## src/rtl/ibex_lsu_resp_unit_if.sv

```systemverilog
// Data-bus bundle between the LSU response unit (master) and the memory
// side (slave).
interface ibex_lsu_resp_unit_if;
  logic        data_req_o;
  logic [31:0] data_addr_o;
  logic        data_we_o;
  logic [3:0]  data_be_o;
  logic [31:0] data_wdata_o;
  logic        data_gnt_i;
  logic        data_rvalid_i;
  logic        data_err_i;
  logic [31:0] data_rdata_i;

  modport master (
    output data_req_o, data_addr_o, data_we_o, data_be_o, data_wdata_o,
    input  data_gnt_i, data_rvalid_i, data_err_i, data_rdata_i
  );

  modport slave (
    input  data_req_o, data_addr_o, data_we_o, data_be_o, data_wdata_o,
    output data_gnt_i, data_rvalid_i, data_err_i, data_rdata_i
  );
endinterface

```

## src/rtl/ibex_lsu_resp_unit.sv

```systemverilog
// Single-outstanding load/store unit: accepts one request, runs one bus
// transaction, and returns a one-cycle response with optional wait timeout.
module ibex_lsu_resp_unit #(
  parameter logic [15:0] BusTimeout = 16'd0
) (
  input  logic                        clk_i,
  input  logic                        rst_i,
  input  logic                        lsu_req_i,
  input  logic                        lsu_we_i,
  input  logic [1:0]                  lsu_type_i,
  input  logic                        lsu_sign_ext_i,
  input  logic [31:0]                 lsu_addr_i,
  input  logic [31:0]                 lsu_wdata_i,
  output logic                        lsu_req_ready_o,
  ibex_lsu_resp_unit_if.master        bus,
  output logic                        lsu_resp_valid_o,
  output logic                        lsu_resp_err_o,
  output logic                        rf_we_lsu_o,
  output logic [31:0]                 rf_wdata_lsu_o,
  output logic                        busy_o
);

  typedef enum logic [2:0] {
    IDLE     = 3'd0,
    REQ      = 3'd1,
    WAIT     = 3'd2,
    MISALIGN = 3'd3,
    DRAIN    = 3'd4
  } state_e;

  state_e      state_r;
  logic [31:0] addr_r;
  logic        we_r;
  logic [1:0]  type_r;
  logic        sext_r;
  logic [31:0] wdata_r;
  logic [15:0] cnt_r;

  logic        misalign_s;
  logic        timeout_s;
  logic        resp_valid_s;
  logic        resp_err_s;
  logic        rf_we_s;
  logic [4:0]  shift_s;
  logic [31:0] shifted_s;
  logic [31:0] load_s;
  logic [3:0]  be_s;
  logic        in_req_s;

  // Request classification and timeout detection
  always_comb begin
    misalign_s = 1'b0;
    case (lsu_type_i)
      2'b01:   misalign_s = lsu_addr_i[0];
      2'b10:   misalign_s = 1'b0;
      default: misalign_s = (lsu_addr_i[1:0] != 2'b00);
    endcase
    if ((BusTimeout != 16'd0) && (cnt_r == (BusTimeout - 16'd1)) && !bus.data_rvalid_i) begin
      timeout_s = 1'b1;
    end else begin
      timeout_s = 1'b0;
    end
  end

  // Response generation; rvalid takes priority over a coincident timeout
  always_comb begin
    resp_valid_s = 1'b0;
    resp_err_s   = 1'b0;
    case (state_r)
      WAIT: begin
        if (bus.data_rvalid_i) begin
          resp_valid_s = 1'b1;
          resp_err_s   = bus.data_err_i;
        end else if (timeout_s) begin
          resp_valid_s = 1'b1;
          resp_err_s   = 1'b1;
        end else begin
          resp_valid_s = 1'b0;
          resp_err_s   = 1'b0;
        end
      end
      MISALIGN: begin
        resp_valid_s = 1'b1;
        resp_err_s   = 1'b1;
      end
      default: begin
        resp_valid_s = 1'b0;
        resp_err_s   = 1'b0;
      end
    endcase
    rf_we_s = resp_valid_s & ~resp_err_s & ~we_r;
  end

  // Load alignment and extension; words only reach WAIT aligned, so the
  // shifted value equals the raw read data there
  always_comb begin
    shift_s   = {addr_r[1:0], 3'b000};
    shifted_s = bus.data_rdata_i >> shift_s;
    load_s    = 32'd0;
    case (type_r)
      2'b10:   load_s = sext_r ? {{24{shifted_s[7]}}, shifted_s[7:0]}
                               : {24'd0, shifted_s[7:0]};
      2'b01:   load_s = sext_r ? {{16{shifted_s[15]}}, shifted_s[15:0]}
                               : {16'd0, shifted_s[15:0]};
      default: load_s = shifted_s;
    endcase
  end

  // Byte-enable decode from captured type and offset
  always_comb begin
    be_s = 4'b0000;
    case (type_r)
      2'b10:   be_s = 4'b0001 << addr_r[1:0];
      2'b01:   be_s = 4'b0011 << addr_r[1:0];
      default: be_s = 4'b1111;
    endcase
  end

  assign in_req_s         = (state_r == REQ);
  assign lsu_req_ready_o  = (state_r == IDLE);
  assign busy_o           = (state_r != IDLE);
  assign bus.data_req_o   = in_req_s;
  assign bus.data_addr_o  = in_req_s ? {addr_r[31:2], 2'b00} : 32'd0;
  assign bus.data_we_o    = in_req_s ? we_r : 1'b0;
  assign bus.data_be_o    = in_req_s ? be_s : 4'b0000;
  assign bus.data_wdata_o = in_req_s ? (wdata_r << shift_s) : 32'd0;
  assign lsu_resp_valid_o = resp_valid_s;
  assign lsu_resp_err_o   = resp_err_s;
  assign rf_we_lsu_o      = rf_we_s;
  assign rf_wdata_lsu_o   = rf_we_s ? load_s : 32'd0;

  // Transaction FSM, request capture and wait counter
  always_ff @(posedge clk_i) begin
    if (rst_i) begin
      state_r <= IDLE;
      addr_r  <= 32'd0;
      we_r    <= 1'b0;
      type_r  <= 2'b00;
      sext_r  <= 1'b0;
      wdata_r <= 32'd0;
      cnt_r   <= 16'd0;
    end else begin
      case (state_r)
        IDLE: begin
          if (lsu_req_i) begin
            addr_r  <= lsu_addr_i;
            we_r    <= lsu_we_i;
            type_r  <= lsu_type_i;
            sext_r  <= lsu_sign_ext_i;
            wdata_r <= lsu_wdata_i;
            state_r <= misalign_s ? MISALIGN : REQ;
          end
        end
        REQ: begin
          if (bus.data_gnt_i) begin
            cnt_r   <= 16'd0;
            state_r <= WAIT;
          end
        end
        WAIT: begin
          if (bus.data_rvalid_i) begin
            state_r <= IDLE;
          end else if (timeout_s) begin
            state_r <= DRAIN;
          end else begin
            cnt_r <= cnt_r + 16'd1;
          end
        end
        MISALIGN: state_r <= IDLE;
        DRAIN: begin
          if (bus.data_rvalid_i) begin
            state_r <= IDLE;
          end
        end
        default: state_r <= IDLE;
      endcase
    end
  end

endmodule

```

## src/flat_wrapper.sv

```systemverilog
// flat-port wrapper written by rule: the top's interface ports become plain ports
module ibex_lsu_resp_unit_flat 
#(
  parameter logic [15:0] BusTimeout = 16'd0
)
  (clk_i, rst_i, lsu_req_i, lsu_we_i, lsu_type_i, lsu_sign_ext_i, lsu_addr_i, lsu_wdata_i, lsu_req_ready_o, lsu_resp_valid_o, lsu_resp_err_o, rf_we_lsu_o, rf_wdata_lsu_o, busy_o, bus_data_req_o, bus_data_addr_o, bus_data_we_o, bus_data_be_o, bus_data_wdata_o, bus_data_gnt_i, bus_data_rvalid_i, bus_data_err_i, bus_data_rdata_i);
  ibex_lsu_resp_unit_if bus_i ();
  input  logic clk_i;
  input  logic rst_i;
  input  logic lsu_req_i;
  input  logic lsu_we_i;
  input  logic [1:0] lsu_type_i;
  input  logic lsu_sign_ext_i;
  input  logic [31:0] lsu_addr_i;
  input  logic [31:0] lsu_wdata_i;
  output logic lsu_req_ready_o;
  output logic lsu_resp_valid_o;
  output logic lsu_resp_err_o;
  output logic rf_we_lsu_o;
  output logic [31:0] rf_wdata_lsu_o;
  output logic busy_o;
  output wire logic [$bits(bus_i.data_req_o)-1:0] bus_data_req_o;
  output wire logic [$bits(bus_i.data_addr_o)-1:0] bus_data_addr_o;
  output wire logic [$bits(bus_i.data_we_o)-1:0] bus_data_we_o;
  output wire logic [$bits(bus_i.data_be_o)-1:0] bus_data_be_o;
  output wire logic [$bits(bus_i.data_wdata_o)-1:0] bus_data_wdata_o;
  input wire logic [$bits(bus_i.data_gnt_i)-1:0] bus_data_gnt_i;
  input wire logic [$bits(bus_i.data_rvalid_i)-1:0] bus_data_rvalid_i;
  input wire logic [$bits(bus_i.data_err_i)-1:0] bus_data_err_i;
  input wire logic [$bits(bus_i.data_rdata_i)-1:0] bus_data_rdata_i;
  assign bus_data_req_o = bus_i.data_req_o;
  assign bus_data_addr_o = bus_i.data_addr_o;
  assign bus_data_we_o = bus_i.data_we_o;
  assign bus_data_be_o = bus_i.data_be_o;
  assign bus_data_wdata_o = bus_i.data_wdata_o;
  assign bus_i.data_gnt_i = bus_data_gnt_i;
  assign bus_i.data_rvalid_i = bus_data_rvalid_i;
  assign bus_i.data_err_i = bus_data_err_i;
  assign bus_i.data_rdata_i = bus_data_rdata_i;
  ibex_lsu_resp_unit #(.BusTimeout(BusTimeout)) u_core (.clk_i(clk_i), .rst_i(rst_i), .lsu_req_i(lsu_req_i), .lsu_we_i(lsu_we_i), .lsu_type_i(lsu_type_i), .lsu_sign_ext_i(lsu_sign_ext_i), .lsu_addr_i(lsu_addr_i), .lsu_wdata_i(lsu_wdata_i), .lsu_req_ready_o(lsu_req_ready_o), .bus(bus_i), .lsu_resp_valid_o(lsu_resp_valid_o), .lsu_resp_err_o(lsu_resp_err_o), .rf_we_lsu_o(rf_we_lsu_o), .rf_wdata_lsu_o(rf_wdata_lsu_o), .busy_o(busy_o));
endmodule
```

## config.mk

```make
export PLATFORM = sky130hd
export DESIGN_NAME = ibex_lsu_resp_unit_flat
export DESIGN_NICKNAME = d
export VERILOG_FILES = /design/src/rtl/ibex_lsu_resp_unit_if.sv /design/src/rtl/ibex_lsu_resp_unit.sv /design/src/flat_wrapper.sv
export SDC_FILE = /design/constraint.sdc
export NUM_CORES = 1
export LEC_CHECK = 0
export ABC_AREA = 1
export CAP_MARGIN = 5
export CORE_MARGIN = 8
export CORE_UTILIZATION = 44
export CTS_CLUSTER_SIZE = 24
export DETAILED_ROUTE_END_ITERATION = 12
export GPL_ROUTABILITY_DRIVEN = 0
export PLACE_DENSITY = 0.88
export REMOVE_ABC_BUFFERS = 1
export SLEW_MARGIN = 20
export SYNTH_ARGS = -nofsm -noshare
export SYNTH_HDL_FRONTEND = slang
export SYNTH_SLANG_ARGS = --single-unit
export TNS_END_PERCENT = 10
```

## constraint.sdc

```tcl
create_clock -name clk_i -period 2.7 [get_ports clk_i]
set_clock_uncertainty 0.15 [all_clocks]
set_input_delay 0.405 -clock clk_i [delete_from_list [all_inputs] [get_ports clk_i]]
set_output_delay 0.405 -clock clk_i [all_outputs]
set_load 0.01 [all_outputs]
```

==> reports/qor.rpt <==
==================================================================================
Outcome ............................................................. complete, but fails checks
Violations in the final reports ..................................... setup timing
CP endpoint kind ....................................................  output port
Yosys cell types ....................................................           31
Minimum setup slack among reg-to-reg paths ..........................      1040 ps
Synth Area per Inst .................................................     6.35 um2
Final tally of setup violations .....................................            4
Clock sink count ....................................................           70
Layout overhead on the synthesized area .............................        61.8%
Worst path max stage delay ..........................................       530 ps
Core ar. ............................................................     9280 um2
FILL cells ..........................................................          692
Endpoint of the worst register-to-register path ..................... u_core.wdata_r[4]$_SDFFE_PP0P_
Final standard cell utilization of the core .........................        0.737
Data arrival at the endpoint of the critical path ...................      2160 ps
Post-CTS Setup Inserts ..............................................            0
Capture endpoint of the worst hold path ............................. u_core.addr_r[27]$_SDFFE_PP0P_
Max-cap violations ..................................................            0
Final routed DRC violation total ....................................            0
Cell type with the largest total area ............................... sky130_fd_sc_hd__dfxtp_1
Static leakage ......................................................      3.49 nW
WP data required ....................................................      2140 ps
Final critical path time including I/O delays and setup .............      2710 ps
Max Buffers Root-to-Sink ............................................            2
FF+latch count, synth ...............................................           70
Routed wire length per instance .....................................      16.4 um
Total congestion overflow after global routing ......................            0
Pins Over Slew Limit ................................................            0
Critical path peak fanout ...........................................            8
Initial Util ........................................................        0.456
Maximum number of pins on one net before global-route repair ........           63
H-Tree Depth ........................................................            3
FMAX ................................................................      368 MHz
Storage cell area ...................................................     1410 um2
Worst hold path type ................................................      reg2reg
Max IR drop VDD .....................................................       384 uV
Hold path start ..................................................... u_core.addr_r[27]$_SDFFE_PP0P_
Combinational gate area .............................................     2330 um2
Number of vias after detailed routing ...............................         5226
Startpoint of the lowest-slack register-to-register path ............ u_core.state_r[1]$_SDFFE_PP0P_
Unrepaired setup endpoints after global routing .....................         true
Clk latency late pin ................................................       340 ps
Reg2reg path depth ..................................................            7
Final worst setup slack .............................................     -13.9 ps
Most numerous logic cells after layout .............................. sky130_fd_sc_hd__clkdlybuf4s50_1 (170), sky130_fd_sc_hd__nor2_1 (119), sky130_fd_sc_hd__nand2_1 (112)
DRT iter0 DRCs ......................................................          492
Slowest-stage cell, CP .............................................. sky130_fd_sc_hd__clkdlybuf4s50_1
Yosys Warn Count ....................................................            0
Clock tree root driver cell ......................................... sky130_fd_sc_hd__clkbuf_8
Total inserted antenna cells ........................................            0
Power Dens Cells ....................................................   496 nW/um2
Estimated wirelength of the detail-placed design ....................     12100 um
CTS Buf Count .......................................................            9
Die height ..........................................................       114 um
Share of the clock period used by the worst path ....................         1.01
Vias per Instance ...................................................         5.26
Initial antenna violation count .....................................            0
Number of hold-slack violations in the final timing report ..........            0
WS Path Type ........................................................       in2out
Vias in the first global route ......................................         5196
Total global-route track usage ......................................        0.238
Post-Place Worst Slack ..............................................     -6.47 ps
Core Rows ...........................................................           35
Kind of launch point of the worst setup path ........................   input port
Final Net Count .....................................................          969
CTS clk-pin slew, worst paths .......................................        70 ps
Share of final-layout standard cells stronger than drive strength 1 .       0.0728
First-pass GRT wire length ..........................................     25100 um
Overall die area ....................................................    13000 um2
Detailed-router iteration count before antenna repair ...............            6
Remaining antenna violation count ...................................            0
Cell Chain, Critical Path ........................................... clkdlybuf4s50_1, nand2_1, nand3_1, nand3_2, nand3_4, nand2_1, inv_1, clkdlybuf4s50_1
Top cell excl fill/tap .............................................. sky130_fd_sc_hd__clkdlybuf4s50_1
Number of standard cells after synthesis ............................          666
Routed wire length ..................................................     16300 um
Chip area in the Yosys report .......................................     4230 um2
CP bufs+invs ........................................................            3
Number of cells in Yosys stat .......................................          666
Horiz. Die Dim ......................................................       114 um
Power Total .........................................................      3.40 mW
Post-Synthesis Cell Area ............................................     4230 um2
Cells taking the most area after synthesis .......................... sky130_fd_sc_hd__dfxtp_1 (33%), sky130_fd_sc_hd__nor2_1 (11%), sky130_fd_sc_hd__nand2_1 (9.9%)
Tool warnings .......................................................           28
Register share after synthesis ......................................        0.331
Hold buffer count at cts ............................................            0
Crit path max-delay family .......................................... buffers and inverters
Clock tree from TritonCTS ...........................................          yes
Instance count along the most critical hold path ....................            2
Area fraction of the dominant cell type after synthesis .............        0.331
==================================================================================
==> synthesized netlist by cell type (all sizes together) <==
cell type and count:
a21oi 71, buf 30, clkbuf 21, clkinv 2, conb 1, dfxtp 70, ha 3, inv 69
mux2i 16, nand2 113, nand3 41, nand4 1, nor2 123, nor3 1, o21ai 86, o22ai 16
or2 2
==> report_power, final <==
group,total [mW],switching (mW),internal [mW]
Combinational,1.19,0.654,0.540
Clock,0.974,0.422,0.552
Sequential,1.23,0.0709,1.16
==> routing by layer <==
metal / GRT usage / share of wire / vias to the layer above / wire [um]
met5: 0 / 0 / - / 0
li1: - / - / 2539 / -
met4: 0.0754 / 0.024 / 0 / 388
met3: 0.109 / 0.11 / 40 / 1870
met1: 0.254 / 0.39 / 2359 / 6290
met2: 0.409 / 0.47 / 288 / 7720
==> worst max-delay path by stage <==
stage                                  start             endpoint  slack (ps)  cells after the start
5_1_grt                 bus_data_rdata_i[31]   rf_wdata_lsu_o[22]        -120                      8
6_report                bus_data_rdata_i[23]   rf_wdata_lsu_o[27]         -10                      8
2_1_floorplan  u_core.addr_r[0]$_SDFFE_PP0P_   rf_wdata_lsu_o[16]        -730                      7
3_3_place_gp            bus_data_rdata_i[31]   rf_wdata_lsu_o[24]          40                      8
4_1_cts        u_core.addr_r[0]$_SDFFE_PP0P_  bus_data_wdata_o[1]         -80                      6
3_5_place_dp               bus_data_rvalid_i   rf_wdata_lsu_o[26]          -6                      9
==> stage by stage <==
step	instance area, um2	setup TNS (ps)	std cells	hold slack, ps
floorplan	3930	-26220	616	282
global placement	6420	0	977	287
detailed placement	6420	-9.44	977	296
CTS	6690	-376	993	307
global route	6840	-1200	994	331
finish	6840	-32.4	994	307
==> worst reg2reg max path, stage by stage, from the launching register on <==
cell and delay [ps]:
sky130_fd_sc_hd__dfxtp_2 410, sky130_fd_sc_hd__nor2_4 70, sky130_fd_sc_hd__inv_4 80, sky130_fd_sc_hd__nor2_8 40, sky130_fd_sc_hd__inv_4 320, sky130_fd_sc_hd__buf_4 310, sky130_fd_sc_hd__o21ai_1 90, sky130_fd_sc_hd__a21oi_1 130
==> cells by family (layout without fill, tap and decap cells) <==
kind of cell               after synthesis  after routing  synth area share
DFF                                     70             70             0.331
and+or+nand+nor                        281            282             0.275
AOI/OAI and AO/OA                      173            173             0.209
muxes                                   16             16            0.0379
other                                    1              2          0.000887
buffers and inverters                  122            319             0.137
adders and majority gates                3              3           0.00888
==> area by class of cell <==
type | count | share of cell area
Sequential cell | 70 | 0.206
Multi-Input combinational cell | 476 | 0.340
Clock inverter | 6 | 0.0137
Clock buffer | 10 | 0.0201
Inverter | 71 | 0.0408
Tap cell | 129 | 0.0236
Timing Repair Buffer | 232 | 0.356
==> state kept, by name (all words and copies together), names as in the netlist <==
signal	cells
u_core.addr_r	32
u_core.state_r	2
u_core.type_r	2
u_core.we_r	1
u_core.sext_r	1
u_core.wdata_r	32
==> repair_timing <==
action                     in CTS  in global routing
pin swaps                       1                  1
resized                        15                 49
setup endpoints to repair      63                 69
gates cloned                    0                  1
**Register map, names as in the netlist**

Bar = 20 um. Other sequential cells in the stronger gray, the rest of the logic in the fainter gray.
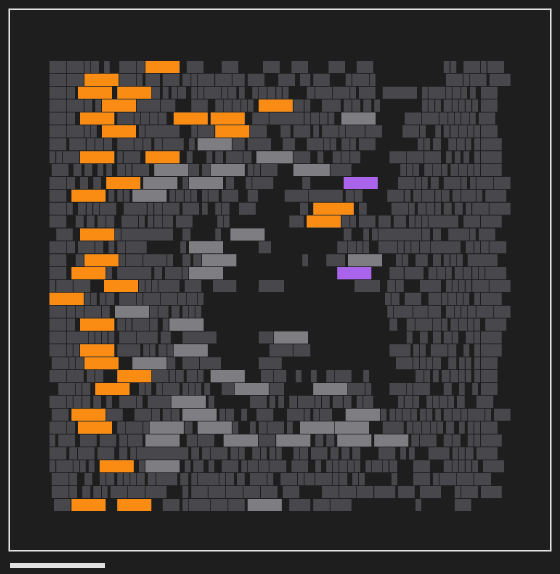
Key: orange = u_core.addr_r [placed flops 32]; purple = u_core.type_r [placed flops 2]
Another 36 sequential cells are not colored.

**I/O nets highlighted**

Bar = 20 um.
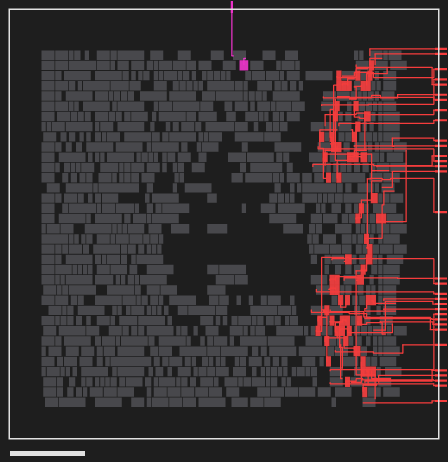
Key: magenta = bus_data_gnt_i [direction input, end cells 1, buffers 1, wire 14.6 um]; red = bus_data_rdata_i [direction input, end cells 64, buffers 32, wire 1350 um]
I/O pin total: 213
count of port buffers added during placement: 210

**Logic cells by family**

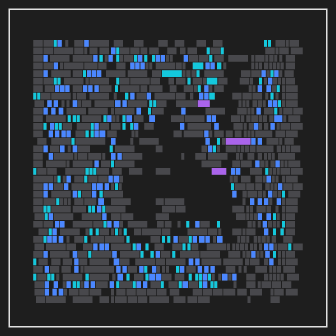
Key: purple = fa/ha/maj cells [cells 3]; blue = aoi and oai cells [cells 173, where all over the die]; cyan = nor cells [cells 124, where all over the die]

Power figures rest on the tool's default switching activity, not on a simulated workload.
